### Track usage over the die, run 1

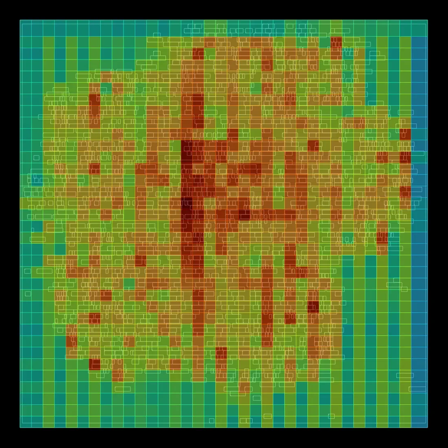
### Logic cells by family, run 1

Bar = 50 um.
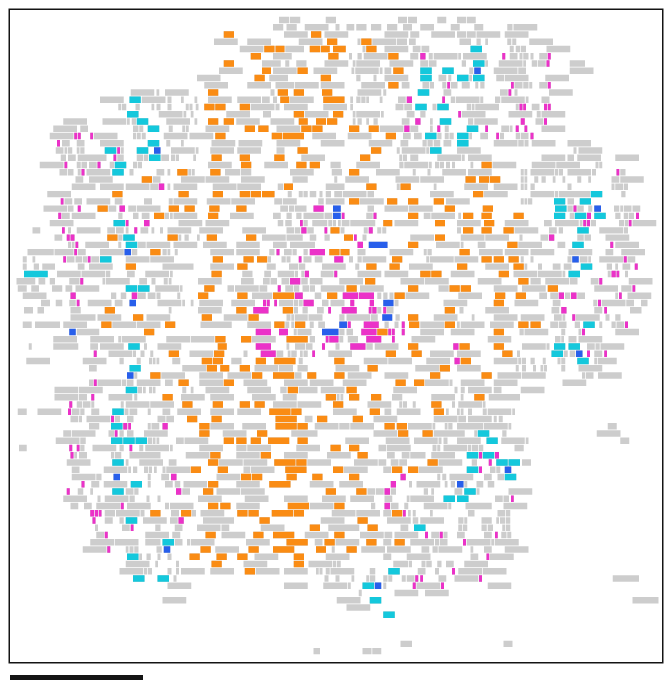
### Metal 1, run 1

Bar = 50 um. Supply wires on this layer in gray.
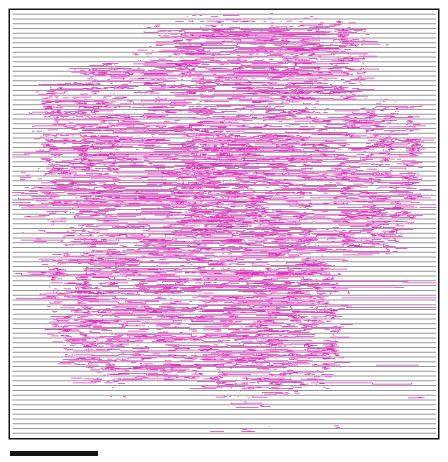
### Metal 3, run 1

Bar = 50 um.
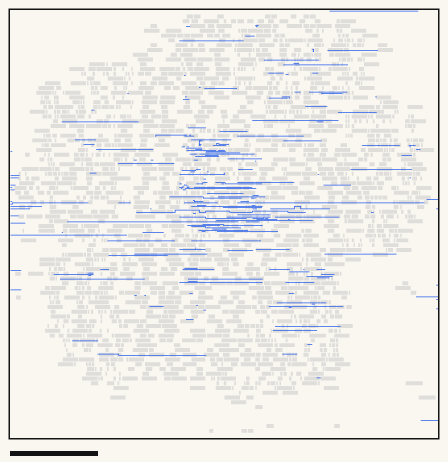
<file path="src/rtl/bpio_pwm_bank_if.sv">
// Memory-controller bus bundle for the BPIO PWM bank.
// The MCU side is the master; the register bank is the slave.
interface bpio_pwm_bank_if #(
  parameter int MC_ADD_WIDTH  = 6,
  parameter int MC_DATA_WIDTH = 16
);
  logic                     mc_ce;
  logic                     mc_we;
  logic                     mc_oe;
  logic [MC_ADD_WIDTH-1:0]  mc_add;
  logic [MC_DATA_WIDTH-1:0] mc_data_in;
  logic [MC_DATA_WIDTH-1:0] mc_data_out;
  logic                     mc_data_oe;

  modport master (
    output mc_ce, mc_we, mc_oe, mc_add, mc_data_in,
    input  mc_data_out, mc_data_oe
  );

  modport slave (
    input  mc_ce, mc_we, mc_oe, mc_add, mc_data_in,
    output mc_data_out, mc_data_oe
  );
endinterface

</file>
<file path="src/rtl/bpio_pwm_bank.sv">
// Multi-channel PWM bank for the BPIO pins with double-buffered period/duty,
// per-channel polarity and wrap ticks, programmed over the async MCU bus.
module bpio_pwm_bank #(
  parameter int                      CHANNELS      = 5,
  parameter int                      CNT_WIDTH     = 16,
  parameter int                      MC_ADD_WIDTH  = 6,
  parameter int                      MC_DATA_WIDTH = 16,
  parameter logic [MC_ADD_WIDTH-1:0] BASE_ADD      = 6'h08
) (
  input  logic                clock,
  input  logic                reset,
  bpio_pwm_bank_if.slave      bus,
  output logic [CHANNELS-1:0] pwm_out,
  output logic [CHANNELS-1:0] period_tick
);
  localparam int NREG = 2 * CHANNELS + 2;
  localparam logic [MC_ADD_WIDTH-1:0] CTRL_OFF = MC_ADD_WIDTH'(2 * CHANNELS);
  localparam logic [MC_ADD_WIDTH-1:0] POL_OFF  = MC_ADD_WIDTH'(2 * CHANNELS + 1);

  logic                    we_s1_q, we_s1_d, we_s2_q, we_s2_d, we_s3_q, we_s3_d;
  logic [1:0]              init_q, init_d;
  logic                    armed_q, armed_d;
  logic [CNT_WIDTH-1:0]    per_pend_q  [CHANNELS];
  logic [CNT_WIDTH-1:0]    per_pend_d  [CHANNELS];
  logic [CNT_WIDTH-1:0]    duty_pend_q [CHANNELS];
  logic [CNT_WIDTH-1:0]    duty_pend_d [CHANNELS];
  logic [CNT_WIDTH-1:0]    per_act_q   [CHANNELS];
  logic [CNT_WIDTH-1:0]    per_act_d   [CHANNELS];
  logic [CNT_WIDTH-1:0]    duty_act_q  [CHANNELS];
  logic [CNT_WIDTH-1:0]    duty_act_d  [CHANNELS];
  logic [CNT_WIDTH-1:0]    cnt_q       [CHANNELS];
  logic [CNT_WIDTH-1:0]    cnt_d       [CHANNELS];
  logic [CHANNELS-1:0]     ctrl_q, ctrl_d;
  logic [CHANNELS-1:0]     pol_q, pol_d;
  logic [CHANNELS-1:0]     pwm_q, pwm_d;
  logic [MC_ADD_WIDTH-1:0] off;
  logic                    in_map;
  logic                    commit;
  logic                    rd_en;
  logic [CNT_WIDTH-1:0]    wdata;

  always_comb begin
    off    = bus.mc_add - BASE_ADD;
    in_map = int'(off) < NREG;
    wdata  = bus.mc_data_in[CNT_WIDTH-1:0];
  end

  // A strobe may only commit once the synchroniser has seen a real idle-high
  // sample after reset, so a write caught by reset is dropped, not replayed.
  always_comb begin
    we_s1_d = bus.mc_we;
    we_s2_d = we_s1_q;
    we_s3_d = we_s2_q;
    init_d  = {init_q[0], 1'b1};
    armed_d = armed_q | (init_q[1] & we_s2_q);
    commit  = armed_q & we_s3_q & ~we_s2_q & ~bus.mc_ce & in_map;
  end

  always_comb begin
    per_pend_d  = per_pend_q;
    duty_pend_d = duty_pend_q;
    ctrl_d      = ctrl_q;
    pol_d       = pol_q;
    if (commit) begin
      for (int i = 0; i < CHANNELS; i++) begin
        if (off == MC_ADD_WIDTH'(2 * i))     per_pend_d[i]  = wdata;
        if (off == MC_ADD_WIDTH'(2 * i + 1)) duty_pend_d[i] = wdata;
      end
      if (off == CTRL_OFF) ctrl_d = bus.mc_data_in[CHANNELS-1:0];
      if (off == POL_OFF)  pol_d  = bus.mc_data_in[CHANNELS-1:0];
    end
  end

  // Shadow registers reload only at a wrap (or continuously while disabled),
  // which is what keeps period/duty updates free of runt pulses.
  always_comb begin
    per_act_d   = per_act_q;
    duty_act_d  = duty_act_q;
    cnt_d       = cnt_q;
    pwm_d       = pol_q;
    period_tick = '0;
    for (int i = 0; i < CHANNELS; i++) begin
      period_tick[i] = ctrl_q[i] && (cnt_q[i] == per_act_q[i]);
      cnt_d[i]       = (ctrl_q[i] && !period_tick[i]) ? cnt_q[i] + CNT_WIDTH'(1) : '0;
      if (!ctrl_q[i] || period_tick[i]) begin
        per_act_d[i]  = per_pend_q[i];
        duty_act_d[i] = duty_pend_q[i];
      end
      if (ctrl_q[i]) pwm_d[i] = (cnt_q[i] < duty_act_q[i]) ^ pol_q[i];
    end
    pwm_out = pwm_q;
  end

  always_comb begin
    rd_en           = reset & ~bus.mc_ce & ~bus.mc_oe & in_map;
    bus.mc_data_oe  = rd_en;
    bus.mc_data_out = '0;
    if (rd_en) begin
      for (int i = 0; i < CHANNELS; i++) begin
        if (off == MC_ADD_WIDTH'(2 * i))     bus.mc_data_out = MC_DATA_WIDTH'(per_pend_q[i]);
        if (off == MC_ADD_WIDTH'(2 * i + 1)) bus.mc_data_out = MC_DATA_WIDTH'(duty_pend_q[i]);
      end
      if (off == CTRL_OFF) bus.mc_data_out = MC_DATA_WIDTH'(ctrl_q);
      if (off == POL_OFF)  bus.mc_data_out = MC_DATA_WIDTH'(pol_q);
    end
  end

  always_ff @(posedge clock or negedge reset) begin
    if (!reset) begin
      we_s1_q <= 1'b1;
      we_s2_q <= 1'b1;
      we_s3_q <= 1'b1;
      init_q  <= '0;
      armed_q <= 1'b0;
      ctrl_q  <= '0;
      pol_q   <= '0;
      pwm_q   <= '0;
      for (int i = 0; i < CHANNELS; i++) begin
        per_pend_q[i]  <= '0;
        duty_pend_q[i] <= '0;
        per_act_q[i]   <= '0;
        duty_act_q[i]  <= '0;
        cnt_q[i]       <= '0;
      end
    end else begin
      we_s1_q     <= we_s1_d;
      we_s2_q     <= we_s2_d;
      we_s3_q     <= we_s3_d;
      init_q      <= init_d;
      armed_q     <= armed_d;
      ctrl_q      <= ctrl_d;
      pol_q       <= pol_d;
      pwm_q       <= pwm_d;
      per_pend_q  <= per_pend_d;
      duty_pend_q <= duty_pend_d;
      per_act_q   <= per_act_d;
      duty_act_q  <= duty_act_d;
      cnt_q       <= cnt_d;
    end
  end
endmodule

</file>
<file path="src/flat_wrapper.sv">
// flat-port wrapper written by rule: the top's interface ports become plain ports
module bpio_pwm_bank_flat 
#(
  parameter int                      CHANNELS      = 5,
  parameter int                      CNT_WIDTH     = 16,
  parameter int                      MC_ADD_WIDTH  = 6,
  parameter int                      MC_DATA_WIDTH = 16,
  parameter logic [MC_ADD_WIDTH-1:0] BASE_ADD      = 6'h08
)
  (clock, reset, pwm_out, period_tick, bus_mc_ce, bus_mc_we, bus_mc_oe, bus_mc_add, bus_mc_data_in, bus_mc_data_out, bus_mc_data_oe);
  bpio_pwm_bank_if #(.MC_ADD_WIDTH(MC_ADD_WIDTH), .MC_DATA_WIDTH(MC_DATA_WIDTH)) bus_i ();
  input  logic clock;
  input  logic reset;
  output logic [CHANNELS-1:0] pwm_out;
  output logic [CHANNELS-1:0] period_tick;
  input wire logic [$bits(bus_i.mc_ce)-1:0] bus_mc_ce;
  input wire logic [$bits(bus_i.mc_we)-1:0] bus_mc_we;
  input wire logic [$bits(bus_i.mc_oe)-1:0] bus_mc_oe;
  input wire logic [$bits(bus_i.mc_add)-1:0] bus_mc_add;
  input wire logic [$bits(bus_i.mc_data_in)-1:0] bus_mc_data_in;
  output wire logic [$bits(bus_i.mc_data_out)-1:0] bus_mc_data_out;
  output wire logic [$bits(bus_i.mc_data_oe)-1:0] bus_mc_data_oe;
  assign bus_i.mc_ce = bus_mc_ce;
  assign bus_i.mc_we = bus_mc_we;
  assign bus_i.mc_oe = bus_mc_oe;
  assign bus_i.mc_add = bus_mc_add;
  assign bus_i.mc_data_in = bus_mc_data_in;
  assign bus_mc_data_out = bus_i.mc_data_out;
  assign bus_mc_data_oe = bus_i.mc_data_oe;
  bpio_pwm_bank #(.CHANNELS(CHANNELS), .CNT_WIDTH(CNT_WIDTH), .MC_ADD_WIDTH(MC_ADD_WIDTH), .MC_DATA_WIDTH(MC_DATA_WIDTH), .BASE_ADD(BASE_ADD)) u_core (.clock(clock), .reset(reset), .bus(bus_i), .pwm_out(pwm_out), .period_tick(period_tick));
endmodule
</file>
<file path="config.mk">
export PLATFORM = sky130hd
export DESIGN_NAME = bpio_pwm_bank_flat
export DESIGN_NICKNAME = d
export VERILOG_FILES = /design/src/rtl/bpio_pwm_bank_if.sv /design/src/rtl/bpio_pwm_bank.sv /design/src/flat_wrapper.sv
export SDC_FILE = /design/constraint.sdc
export NUM_CORES = 1
export LEC_CHECK = 0
export CAP_MARGIN = 20
export CORE_MARGIN = 1
export CORE_UTILIZATION = 35
export CTS_CLUSTER_DIAMETER = 60
export CTS_CLUSTER_SIZE = 28
export DETAILED_ROUTE_END_ITERATION = 8
export GPL_ROUTABILITY_DRIVEN = 0
export GPL_TIMING_DRIVEN = 0
export PLACE_DENSITY = 0.55
export SETUP_SLACK_MARGIN = 0.1
export SLEW_MARGIN = 20
export SYNTH_ARGS = -nofsm -noshare
export SYNTH_HDL_FRONTEND = slang
export SYNTH_SLANG_ARGS = --single-unit
</file>
<file path="constraint.sdc">
create_clock -name clock -period 3.98 [get_ports clock]
set_input_delay 0.995 -clock clock [delete_from_list [all_inputs] [get_ports clock]]
set_output_delay 0.995 -clock clock [all_outputs]
set_load 0.05 [all_outputs]
</file>
==> notes.md, run 1 <==
Observations from the implementation run.

Critical path:
- Tracing the worst setup path back leads to its startpoint at bus_mc_add[4].
- The run puts the critical path arrival at 2880 ps.
- The run puts the slack of the worst reg-to-reg path at 1430 ps.
- The run gives the startpoint type of the worst setup path as an input port.

Logic synthesis:
- For this run, the register share of the synthesized area comes to 0.5122.
- The run puts the number of register bits inferred by synthesis at 421.

Pwr:
- The run puts the power consumed by combinational cells at a little over 0.003 W.
- The run gives the switching part of the total power as 0.3559.
- The run puts the peak supply drop at 0.3682 mV.
- The run puts the power density over cell area at around 480 mW/mm^2.
- Of the total power, the clock network draws 0.334.

Finish:
- The finished cells cover between 0.02 and 0.025 mm^2.
- The run gives the share of cells above drive strength 1 as 0.2634.
- The run puts the post-synthesis to final-layout area growth at 18.65%.
- Ranking logic cells in the layout by count gives the top entries 418 x sky130_fd_sc_hd__dfrtp_1, 258 x sky130_fd_sc_hd__mux2_2, 133 x sky130_fd_sc_hd__nand2_1.
- The run gives the number of standard cells in the layout, taps in and fillers out as 2,687.

Clock network:
- The run puts the hold buffer count at CTS at 0.
- The run puts the clock-pin slew of the registers on the worst-case setup and hold paths at 90 ps.
- The run gives the insertion delay to the later sink of the worst-skew pair as approximately 570 ps.
- The number of gates resized after CTS was 195.

Floorplanning:
- After floorplanning, the die was sized to cover 0.05977 mm^2.
- The run puts the number of tap cells inserted at 765.
- The run gives the vertical die dimension as between 200 and 250 um.

Status:
- The flow ran to the end, and the final reports show no timing, DRC or antenna violations.

Global routing:
- The run puts the global routing usage on met2 at 0.3122.

STA:
- The run gives the actual slew at the worst max-slew pin as 971.5 ps.
- The run gives the number of setup violations in the final report as 0.
- The run gives the worst slack on hold paths as approximately 260 ps.
- The run gives the number of max-slew violations in the final report as 0.
- Timing would allow up to 0.2582 GHz.
- The worst path in the final design needs a cycle of just under 4000 ps, including I/O delays and setup.
- The run gives the minimum setup slack in the final design as 106.9 ps.
- The run gives the final number of hold-violating endpoints as 0.

Route:
- The run gives the met1 routed wirelength after detailed routing as 28,920 um.
- The routed design shows a via density per instance of 5.277.
- The run gives the uppermost layer routed as met5.

Min path:
- The worst hold path belongs to the class input port to async pin.

Placement:
- The run gives the cell total after placement as 2,593.
Back to the opening pictures, 'Track usage over the die':
met3 Resource Use GR: 0.02722
met1 layer usage reported by global route: 0.3042
core utilization of the finished layout: 0.4216
most heavily used metal layer in global routing: met2
per-cell routed wire length: 22.45 um

Back to the opening pictures, 'Logic cells by family':
legend:
  NOR gates:
    color: magenta
    cells: 179
  adder and majority cells:
    color: cyan
    cells: 81
    where: spread over the die
  AND-OR and OR-AND gates:
    color: blue
    cells: 21
  multiplexers:
    color: orange
    cells: 291

Back to the opening pictures, 'Metal 1':
wire length on this layer: 28.9 mm
main direction: horizontal
share of all routed wire: 48%
longest straight run: 61.6 um

Back to the opening pictures, 'Metal 3':
nets with wire on the layer: 143
share of all routed wire: 4.9%
longest straight run: 107 um
Routed WL: 60,310 um
detailed-route via count: 14,178

## run 1: logic make-up after synthesis
logic type	share of synthesized area
AND/OR/NAND/NOR	0.1011
flip-flops	0.5122
multiplexers	0.1670
AND-OR/OR-AND	0.07072
buffers and inverters	0.03527
XOR/XNOR	0.06433
adder cells (fa/ha/maj)	0.04925
other	0.0001822
## run 1: state kept, by name (all words and copies together), names as in the netlist, 5 cells and up
| signal | flops |
|---|---|
| u_core.cnt_q | 80 |
| u_core.ctrl_q | 5 |
| u_core.duty_act_q | 80 |
| u_core.duty_pend_q | 80 |
| u_core.per_act_q | 80 |
| u_core.per_pend_q | 80 |
| u_core.pol_q | 5 |
| u_core.pwm_out | 5 |
## run 1: worst min path at each step
stage | start | endpoint
after global routing | reset | u_core.duty_pend_q[37]$_DFFE_PN0P_
final | reset | u_core.duty_pend_q[37]$_DFFE_PN0P_
after global placement | u_core.init_q[0]$_DFF_PN0_ | u_core.init_q[1]$_DFF_PN0_
after detailed placement | u_core.init_q[0]$_DFF_PN0_ | u_core.init_q[1]$_DFF_PN0_
after CTS | reset | u_core.duty_pend_q[37]$_DFFE_PN0P_
after floorplan | u_core.init_q[0]$_DFF_PN0_ | u_core.init_q[1]$_DFF_PN0_
## run 1: critical path, cell delays in order
cell	delay (ps)
sky130_fd_sc_hd__buf_2	80
sky130_fd_sc_hd__inv_2	40
sky130_fd_sc_hd__ha_4	160
sky130_fd_sc_hd__xnor2_4	140
sky130_fd_sc_hd__buf_12	150
sky130_fd_sc_hd__and4_1	250
sky130_fd_sc_hd__clkbuf_8	190
sky130_fd_sc_hd__o21ai_0	90
sky130_fd_sc_hd__a21oi_1	260
sky130_fd_sc_hd__o221a_2	340
sky130_fd_sc_hd__buf_8	170
### Layout detail, run 1

Bar = 10 um. Window x 163 to 203, y 41 to 81 um. Cells in gray, sequential cells in the stronger gray; small squares are vias.
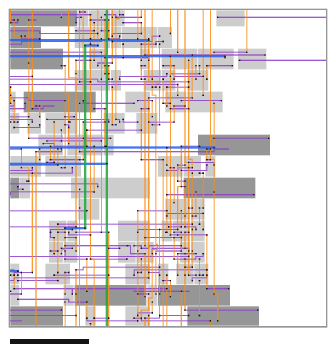

## Run 2: what changed since run 1
SLEW_MARGIN = 5   (was 20)
### Layout detail, run 2

Bar = 10 um. Window x 163 to 203, y 41 to 81 um. Cells in gray, sequential cells in the stronger gray; small squares are vias.
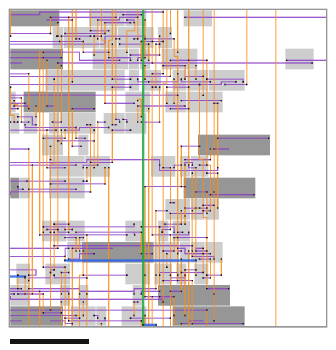
legend:
  metal 2:
    color: orange
  metal 1:
    color: purple
  metal 4:
    color: green
  metal 3:
    color: blue
cells with their middle in the window: 73
netlist names of flops here include: u_core.cnt_q (6), u_core.duty_act_q (3)
sequential cells in the window: 9
most frequent: ha_1 (10), dfrtp_1 (9), nor2_1 (7)

==> run 2 against run 1 <==
  * Cell area fell by 0.32%
  * Sequential cell count unchanged
  * Sequential power hardly changed
  * Utilization shrank 0.14 points
  * First-iteration DRC count decreased by 1.8%
  * Final cell count fell by 0.11%
  * Power decreased by 0.17%
  * Critical endpoint is now bus_mc_data_out[11]
  * Sequential share of layout area up 0.14 points
  * Non-clock buffer count is 1 higher
  * Clock power is essentially flat
  * Via count decreased by 0.47%
  * Largest cell class unchanged
  * Count of clock-buffer cells in the layout is 2 lower
==> notes.md, run 2 <==
Observations from the implementation run.

Clock network:
- The run puts the hold buffer count at CTS at 0.
- The run puts the insertion delay to the later sink of the worst-skew pair at just under 600 ps.

Floorplanning:
- The run puts the total die size at 0.05977 mm^2.
- The run puts the vertical die dimension at 244.5 um.

STA:
- Setup slack on the critical path of the routed design comes to 125.2 ps.
- The run puts the number of max-slew violations in the final report at 0.
- Based on the critical path, the design can be clocked at up to 0.2594 GHz.
- The run puts the worst slack on hold paths at 256.6 ps.
- The run gives the final period demand of the worst path as 3855 ps.

Pwr:
- The run gives the peak supply drop as 0.3137 mV.
- Switching power as a fraction of the total was reported as 0.3533.

Logic synthesis:
- The run gives the xor and xnor area share after synthesis as 0.06433.
- The run puts the adder and majority gate portion of the synthesized area at 0.04925.
- The run puts the number of register bits inferred by synthesis at 421.
- Grouping non-sequential cells by family puts the most area in multiplexers.

Status:
- The run finished with clean final reports.

Finish:
- The run gives the post-synthesis to final-layout area growth as 18.27%.
- The run gives the share of cells above drive strength 1 as 0.2621.
- With fillers left out, the area of the finished cells amounts to 0.02434 mm^2.
- The top cell types in the final layout, fill and taps aside, are 418 x sky130_fd_sc_hd__dfrtp_1, 258 x sky130_fd_sc_hd__mux2_2, 131 x sky130_fd_sc_hd__nand2_1.

Min path:
- The run gives the classification of the worst-slack hold path as input port to async pin.

Critical path:
- The worst setup path is launched from an input port.
- The run puts the slack of the worst reg-to-reg path at between 1000 and 1500 ps.

Route:
- The run gives the via count as about 14,000.
### Logic cells by family, run 2

Bar = 50 um.
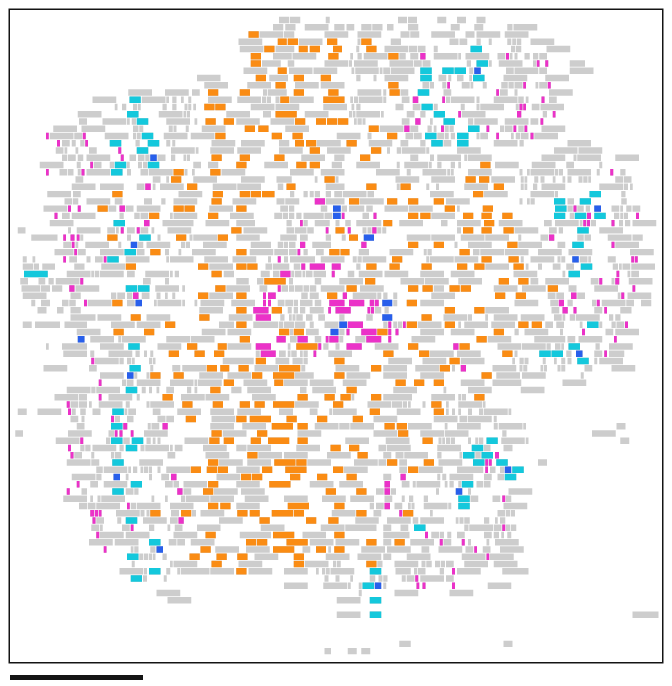
legend:
  multiplexers:
    color: orange
    cells: 291
  adder and majority cells:
    color: cyan
    cells: 81
    where: spread over the die
  NOR gates:
    color: magenta
    cells: 179
  AND-OR and OR-AND gates:
    color: blue
    cells: 21
most common cell after layout, fill and taps aside: sky130_fd_sc_hd__dfrtp_1
share of the final layout cell area in multi-input gates: 0.3986
number of cells in the finished layout apart from fillers: 2,684

==> run 2: cell counts after synthesis <==
No cell type changed its count.
==> run 2: layer usage <==
layer  vias up  share of wire  wire (um)  GRT usage
met2       321           0.44      26800     0.3097
met4         4          0.026       1580    0.05974
li1       6486              -          -          -
met1      7213           0.48      28900     0.3005
met5         -        0.00038         23          0
met3        87          0.049       2938    0.03073
==> run 2: power groups by stage <==
stage               sequential, W  combinational [W]  clock (W)
floorplan                 0.00482            0.00197          0
global placement          0.00482            0.00296          0
detailed placement        0.00482            0.00301          0
CTS                       0.00473            0.00307    0.00398
global route              0.00477            0.00334    0.00415
finish                    0.00473            0.00304    0.00390
==> run 2: worst max-delay path by stage <==
stage                   from             endpoint  slack, ps
2_1_floorplan  bus_mc_add[3]   bus_mc_data_out[9]       -150
3_5_place_dp           reset   bus_mc_data_out[9]      -2280
4_1_cts                reset   bus_mc_data_out[9]         60
5_1_grt        bus_mc_add[2]   bus_mc_data_out[1]         80
3_3_place_gp           reset   bus_mc_data_out[9]     -21150
6_report       bus_mc_add[1]  bus_mc_data_out[11]        130
==> run 2: worst max-delay path: stages <==
cell	delay, ps
sky130_fd_sc_hd__buf_2	230
sky130_fd_sc_hd__buf_4	240
sky130_fd_sc_hd__buf_4	220
sky130_fd_sc_hd__clkbuf_4	260
sky130_fd_sc_hd__o22ai_1	80
sky130_fd_sc_hd__o2bb2ai_1	270
sky130_fd_sc_hd__o21ai_1	180
sky130_fd_sc_hd__o22ai_4	200
sky130_fd_sc_hd__buf_6	180
==> run 2: what timing repair did <==
item,CTS,global route
resized,200,16
setup endpoints to repair,20,19
pin swaps,21,4
gates cloned,5,2
buffers inserted,16,4
No activity file was given, so power comes from the tool's default toggle rates.
